Fig. 1: run 1, placement by cell class
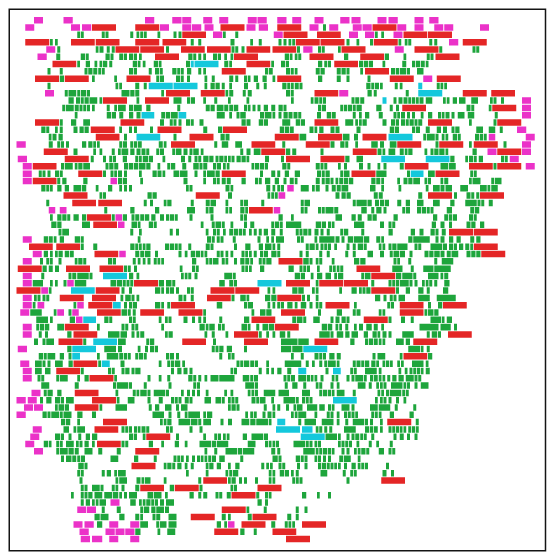
Fig. 2: run 1, congestion heat map
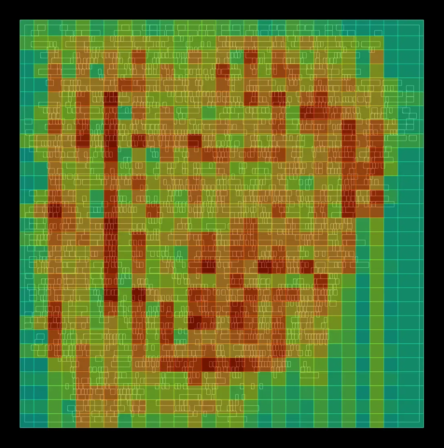
Fig. 3: run 1, wiring by layer
The bar under the picture is 50 um long.
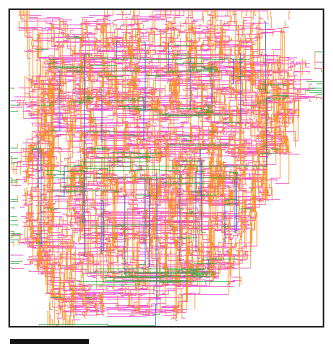
### config.mk
export PLATFORM = sky130hd
export DESIGN_NAME = div_unit
export DESIGN_NICKNAME = d
export VERILOG_FILES = /design/src/rtl/div_unit_pkg.sv /design/src/rtl/div_unit.sv
export SDC_FILE = /design/constraint.sdc
export NUM_CORES = 1
export LEC_CHECK = 0
export ABC_AREA = 1
export CORE_AREA = 2 2 197 199
export DETAILED_ROUTE_END_ITERATION = 6
export DIE_AREA = 0 0 199 201
export PLACE_DENSITY_LB_ADDON = 0.25
export SYNTH_ARGS = -nofsm -noshare
export SYNTH_HDL_FRONTEND = slang
export SYNTH_SLANG_ARGS = --single-unit
### constraint.sdc
create_clock -name clk_i -period 6.8 [get_ports clk_i]
set_input_delay 1.02 -clock clk_i [delete_from_list [all_inputs] [get_ports clk_i]]
set_output_delay 1.02 -clock clk_i [all_outputs]
set_load 0.005 [all_outputs]
### src/rtl/div_unit_pkg.sv
// Shared definitions for the iterative divider.
//   - op encodings for DIV/DIVU/REM/REMU
//   - FSM state type
package div_unit_pkg;

    localparam logic [1:0] OpDiv  = 2'b00;
    localparam logic [1:0] OpDivu = 2'b01;
    localparam logic [1:0] OpRem  = 2'b10;
    localparam logic [1:0] OpRemu = 2'b11;

    typedef enum logic [1:0] {
        StIdle = 2'b00,
        StCalc = 2'b01,
        StDone = 2'b10
    } div_state_e;

endpackage

### src/rtl/div_unit.sv
// Iterative radix-2 restoring divider for RV32M DIV/DIVU/REM/REMU.
// One quotient bit per cycle, MSB first; the result is registered on entry to DONE.
//
// Ports:
//   clk_i     clock, rising edge
//   rst_ni    asynchronous active-low reset
//   start_i   request, sampled only in IDLE or DONE
//   kill_i    flush: aborts an operation in flight, blocks an accept
//   op_i      operation (OpDiv/OpDivu/OpRem/OpRemu)
//   op1_i     dividend
//   op2_i     divisor
//   busy_o    high while iterating
//   done_o    one-cycle pulse, result_o valid
//   result_o  quotient or remainder, held until the next completion
//
// Configuration macro: DIV_EARLY_OUT_EN
//   When defined, divide-by-zero, signed overflow and |op1| < |op2| complete
//   directly into DONE (done on cycle 1). Otherwise every op takes Width+1 cycles.
module div_unit
    import div_unit_pkg::*;
#(
    parameter int unsigned Width = 32
) (
    input  logic             clk_i,
    input  logic             rst_ni,
    input  logic             start_i,
    input  logic             kill_i,
    input  logic [1:0]       op_i,
    input  logic [Width-1:0] op1_i,
    input  logic [Width-1:0] op2_i,
    output logic             busy_o,
    output logic             done_o,
    output logic [Width-1:0] result_o
);

    localparam int unsigned CntW = $clog2(Width);
    localparam logic [CntW-1:0] CntInit = CntW'(Width - 1);

    div_state_e       state_q, state_d;
    logic             is_rem_q, is_rem_d;
    logic             div0_q, div0_d;
    logic             ovf_q, ovf_d;
    logic             qneg_q, qneg_d;
    logic             rneg_q, rneg_d;
    logic [CntW-1:0]  cnt_q, cnt_d;
    logic [Width-1:0] dvd_q, dvd_d;   // dividend shifts out, quotient shifts in
    logic [Width-1:0] dvs_q, dvs_d;
    logic [Width-1:0] rem_q, rem_d;
    logic [Width-1:0] op1_q, op1_d;
    logic [Width-1:0] result_q, result_d;

    // Final result selection including special cases and sign fix.
    function automatic logic [Width-1:0] fix_result(
        input logic             is_rem,
        input logic             div0,
        input logic             ovf,
        input logic [Width-1:0] quo,
        input logic [Width-1:0] rem,
        input logic             qneg,
        input logic             rneg,
        input logic [Width-1:0] op1
    );
        logic [Width-1:0] res;
        if (div0) begin
            res = is_rem ? op1 : '1;
        end else if (ovf) begin
            res = is_rem ? '0 : op1;
        end else if (is_rem) begin
            res = rneg ? (~rem + 1'b1) : rem;
        end else begin
            res = qneg ? (~quo + 1'b1) : quo;
        end
        return res;
    endfunction

    // Operand preparation for an accept.
    logic             acc_signed, acc_is_rem, acc_op1_neg, acc_op2_neg;
    logic             acc_div0, acc_ovf, accept;
    logic [Width-1:0] acc_op1_mag, acc_op2_mag;

    always_comb begin
        acc_signed  = (op_i == OpDiv) || (op_i == OpRem);
        acc_is_rem  = (op_i == OpRem) || (op_i == OpRemu);
        acc_op1_neg = acc_signed & op1_i[Width-1];
        acc_op2_neg = acc_signed & op2_i[Width-1];
        acc_op1_mag = acc_op1_neg ? (~op1_i + 1'b1) : op1_i;
        acc_op2_mag = acc_op2_neg ? (~op2_i + 1'b1) : op2_i;
        acc_div0    = (op2_i == '0);
        acc_ovf     = acc_signed && (op1_i == {1'b1, {(Width-1){1'b0}}}) && (op2_i == '1);
        accept      = start_i && !kill_i && (state_q != StCalc);
    end

    // One restoring step; the remainder path is Width+1 bits so the borrow is exact.
    logic [Width:0]   rem_shift, rem_sub;
    logic             qbit;
    logic [Width-1:0] step_quo, step_rem;

    always_comb begin
        rem_shift = {rem_q, dvd_q[Width-1]};
        rem_sub   = rem_shift - {1'b0, dvs_q};
        qbit      = ~rem_sub[Width];
        step_quo  = {dvd_q[Width-2:0], qbit};
        step_rem  = qbit ? rem_sub[Width-1:0] : rem_shift[Width-1:0];
    end

    always_comb begin
        state_d  = state_q;
        is_rem_d = is_rem_q;
        div0_d   = div0_q;
        ovf_d    = ovf_q;
        qneg_d   = qneg_q;
        rneg_d   = rneg_q;
        cnt_d    = cnt_q;
        dvd_d    = dvd_q;
        dvs_d    = dvs_q;
        rem_d    = rem_q;
        op1_d    = op1_q;
        result_d = result_q;

        case (state_q)
            StIdle, StDone: begin
                state_d = StIdle;
                if (accept) begin
                    state_d  = StCalc;
                    is_rem_d = acc_is_rem;
                    div0_d   = acc_div0;
                    ovf_d    = acc_ovf;
                    qneg_d   = acc_op1_neg ^ acc_op2_neg;
                    rneg_d   = acc_op1_neg;
                    cnt_d    = CntInit;
                    dvd_d    = acc_op1_mag;
                    dvs_d    = acc_op2_mag;
                    rem_d    = '0;
                    op1_d    = op1_i;
`ifdef DIV_EARLY_OUT_EN
                    if (acc_div0 || acc_ovf || (acc_op1_mag < acc_op2_mag)) begin
                        // Quotient is 0 and remainder is the dividend magnitude.
                        state_d  = StDone;
                        result_d = fix_result(acc_is_rem, acc_div0, acc_ovf, '0, acc_op1_mag,
                                              acc_op1_neg ^ acc_op2_neg, acc_op1_neg, op1_i);
                    end
`endif
                end
            end
            StCalc: begin
                if (kill_i) begin
                    state_d = StIdle;
                end else begin
                    dvd_d = step_quo;
                    rem_d = step_rem;
                    cnt_d = cnt_q - 1'b1;
                    if (cnt_q == '0) begin
                        state_d  = StDone;
                        result_d = fix_result(is_rem_q, div0_q, ovf_q, step_quo, step_rem,
                                              qneg_q, rneg_q, op1_q);
                    end
                end
            end
            default: state_d = StIdle;
        endcase
    end

    always_ff @(posedge clk_i or negedge rst_ni) begin
        if (!rst_ni) begin
            state_q  <= StIdle;
            is_rem_q <= 1'b0;
            div0_q   <= 1'b0;
            ovf_q    <= 1'b0;
            qneg_q   <= 1'b0;
            rneg_q   <= 1'b0;
            cnt_q    <= '0;
            dvd_q    <= '0;
            dvs_q    <= '0;
            rem_q    <= '0;
            op1_q    <= '0;
            result_q <= '0;
        end else begin
            state_q  <= state_d;
            is_rem_q <= is_rem_d;
            div0_q   <= div0_d;
            ovf_q    <= ovf_d;
            qneg_q   <= qneg_d;
            rneg_q   <= rneg_d;
            cnt_q    <= cnt_d;
            dvd_q    <= dvd_d;
            dvs_q    <= dvs_d;
            rem_q    <= rem_d;
            op1_q    <= op1_d;
            result_q <= result_d;
        end
    end

    assign busy_o   = (state_q == StCalc);
    assign done_o   = (state_q == StDone);
    assign result_o = result_q;

endmodule

==> run summary, run 1 <==
run results: Internal Dissipation=3.25 mW, library cell appearing most often on the critical path=nand2_1, area delta synth->final=13.9%, worst reg2reg endpoint=result_o[28], Max-slew headroom=36.1%, result of the run=finished clean, worst r2r src=dvd_q[31], Plain + repair buffers=121, transition time of the tightest slew-check pin=0.957 ns, CP endpoint kind=flop, Setup crit start=dvd_q[31], synthesized-area fraction occupied by ao, oa, aoi and oai cells=16.2%, register share of total power=19.9%, Synth Area in XOR/XNOR=3.43%, worst path arrival time=5.70 ns, Yosys Instances=2240, most used standard cell by instance count after synthesis=nand2_1, clock latency of the later-clocked register in the worst-skew pair=0.46 ns, top post-synthesis cells by count=689 x nand2_1, 296 x inv_1, 201 x o21ai_0, Detailed Route Iter0 Violations=1343, number of flops mapped to enable cells by yosys=0, synthesized instance count=2240, multi-input gates=1678, main combinational cell family by area after synthesis=simple AND/OR/NAND/NOR gates, number of clock sinks=172, Clock Skew=0.0217 ns, CTS H-tree depth=4, most frequent cells in the layout=688 x nand2_1, 295 x inv_1, 201 x o21ai_0, total placed cells including tap cells=2798, total negative setup slack=0 ns
Back to the opening pictures, Fig. 1:
clock drivers and dummy loads -> cyan  # cells 31, share of their area 3.5%
remaining buffers and delay cells -> magenta  # cells 121, share of their area 7.5%
registers -> red  # cells 172, share of their area 28%
remaining logic cells -> green  # cells 1987, share of their area 61%
register share of the cell area: 26.4%
Post-Route Utilization: 42.7%
post-route design area: 0.0163 mm^2
row count: 72
core footprint: 0.0381 mm^2

Back to the opening pictures, Fig. 2:
met2 capacity usage during global routing: 37.8%
met1 Resource Use GR: 33.6%
GR met3 Demand/Resource: 4.18%
Total Routing Usage GR: 24.1%
drt wl/cell: 16.5 um

Back to the opening pictures, Fig. 3:
M1 -> magenta  # wire length 22.0 mm
M4 -> blue  # wire length 1250 um
M3 -> green  # wire length 2470 um
M2 -> orange  # wire length 21.1 mm
via total after detailed routing: 14700
DRT Wirelength: 46.8 mm

Fig. 4: run 1, ports around the boundary
Pins as bars across the die edge, other pins in grey.
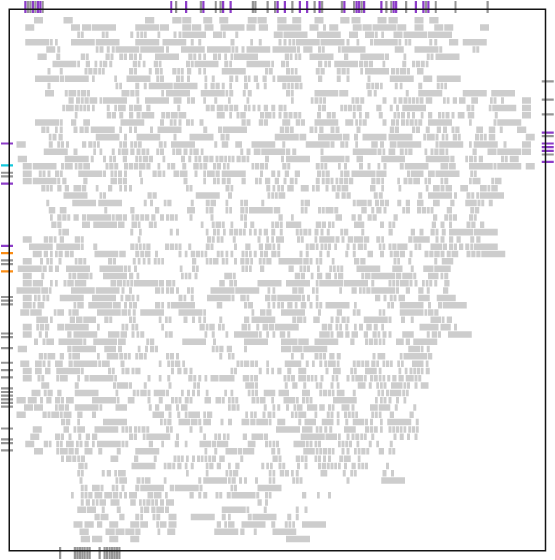

==> run 2, diff against run 1 <==
Clock period 6.8 ns to 4.4 ns, I/O delays scaled along.
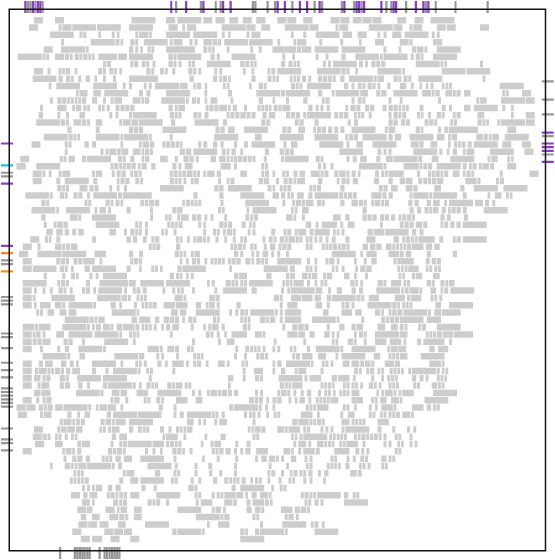
Fig. 5. Ports around the boundary (run 2).
Pins as bars across the die edge, other pins in grey.
op1_i -> purple  # pins 32, direction input, edge 24 north, 5 east, 3 west
busy_o -> cyan  # pins 1, direction output, edge west
op_i -> orange  # pins 2, direction input, edge west
Port Buffers: 103
width of the die: 199 um
height of the die: 201 um

==> run 2 against run 1 <==
Against the previous run:
- synthesized area unchanged
- total power increased by 66%
- first-iteration DRC count decreased by 8.8%
- sequential cell count unchanged
- via count increased by 1.2%
- setup slack got worse by 1.2 ns
- critical path type unchanged
- critical endpoint unchanged
- largest power group unchanged
==> run summary, run 2 <==
run results: detailed-routing wirelength on met1=22.7 mm, most heavily used metal layer in global routing=met2, synthesized-area fraction occupied by ao, oa, aoi and oai cells=16.2%, FFs w/ async S/R, synth=100%, worst path arrival time=4.50 ns, post-placement setup slack=0.0157 ns, top post-synthesis cells by count=689 x nand2_1, 296 x inv_1, 201 x o21ai_0, drt wl/cell=17.1 um, multi-input gates=1678, core footprint=0.0381 mm^2, CP endpoint kind=flop, Seq share, synth=30.1%, DRT Wirelength=48.9 mm, number of flops mapped to enable cells by yosys=0, Detailed Route Iter0 Violations=1225, row count=72, main combinational cell family by area after synthesis=simple AND/OR/NAND/NOR gates, via total after detailed routing=14900, total placed cells including tap cells=2824, Synth Area in XOR/XNOR=3.43%, synthesized instance count=2240, Post-Route Utilization=43.9%, mux share=0%, met2 capacity usage during global routing=40.4%, Setup crit start=dvs_q[0], most used standard cell by instance count after synthesis=nand2_1, library cell used as clock root buffer=clkbuf_16, overall power consumption=12.0 mW, result of the run=finished clean, worst reg2reg endpoint=result_o[28], area delta synth->final=17.1%, Yosys Instances=2240, library cell appearing most often on the critical path=nand2_1, transition time of the tightest slew-check pin=1.20 ns, cell taking the most area after synthesis=dfrtp_1, register share of total power=18.7%, Clock Skew=0.0109 ns, post-route design area=0.0167 mm^2, final-layout worst hold slack=0.251 ns, Total Routing Usage GR=25.2%, Internal Dissipation=5.52 mW, most frequent cells in the layout=685 x nand2_1, 292 x inv_1, 199 x o21ai_0, Max-slew headroom=20.1%, worst r2r src=dvs_q[0], total negative setup slack=0 ns, clock latency of the later-clocked register in the worst-skew pair=0.46 ns, clk buf depth=2, Plain + repair buffers=150, number of clock sinks=172, register share of the cell area=25.7%
Power figures rest on the tool's default switching activity, not on a simulated workload.
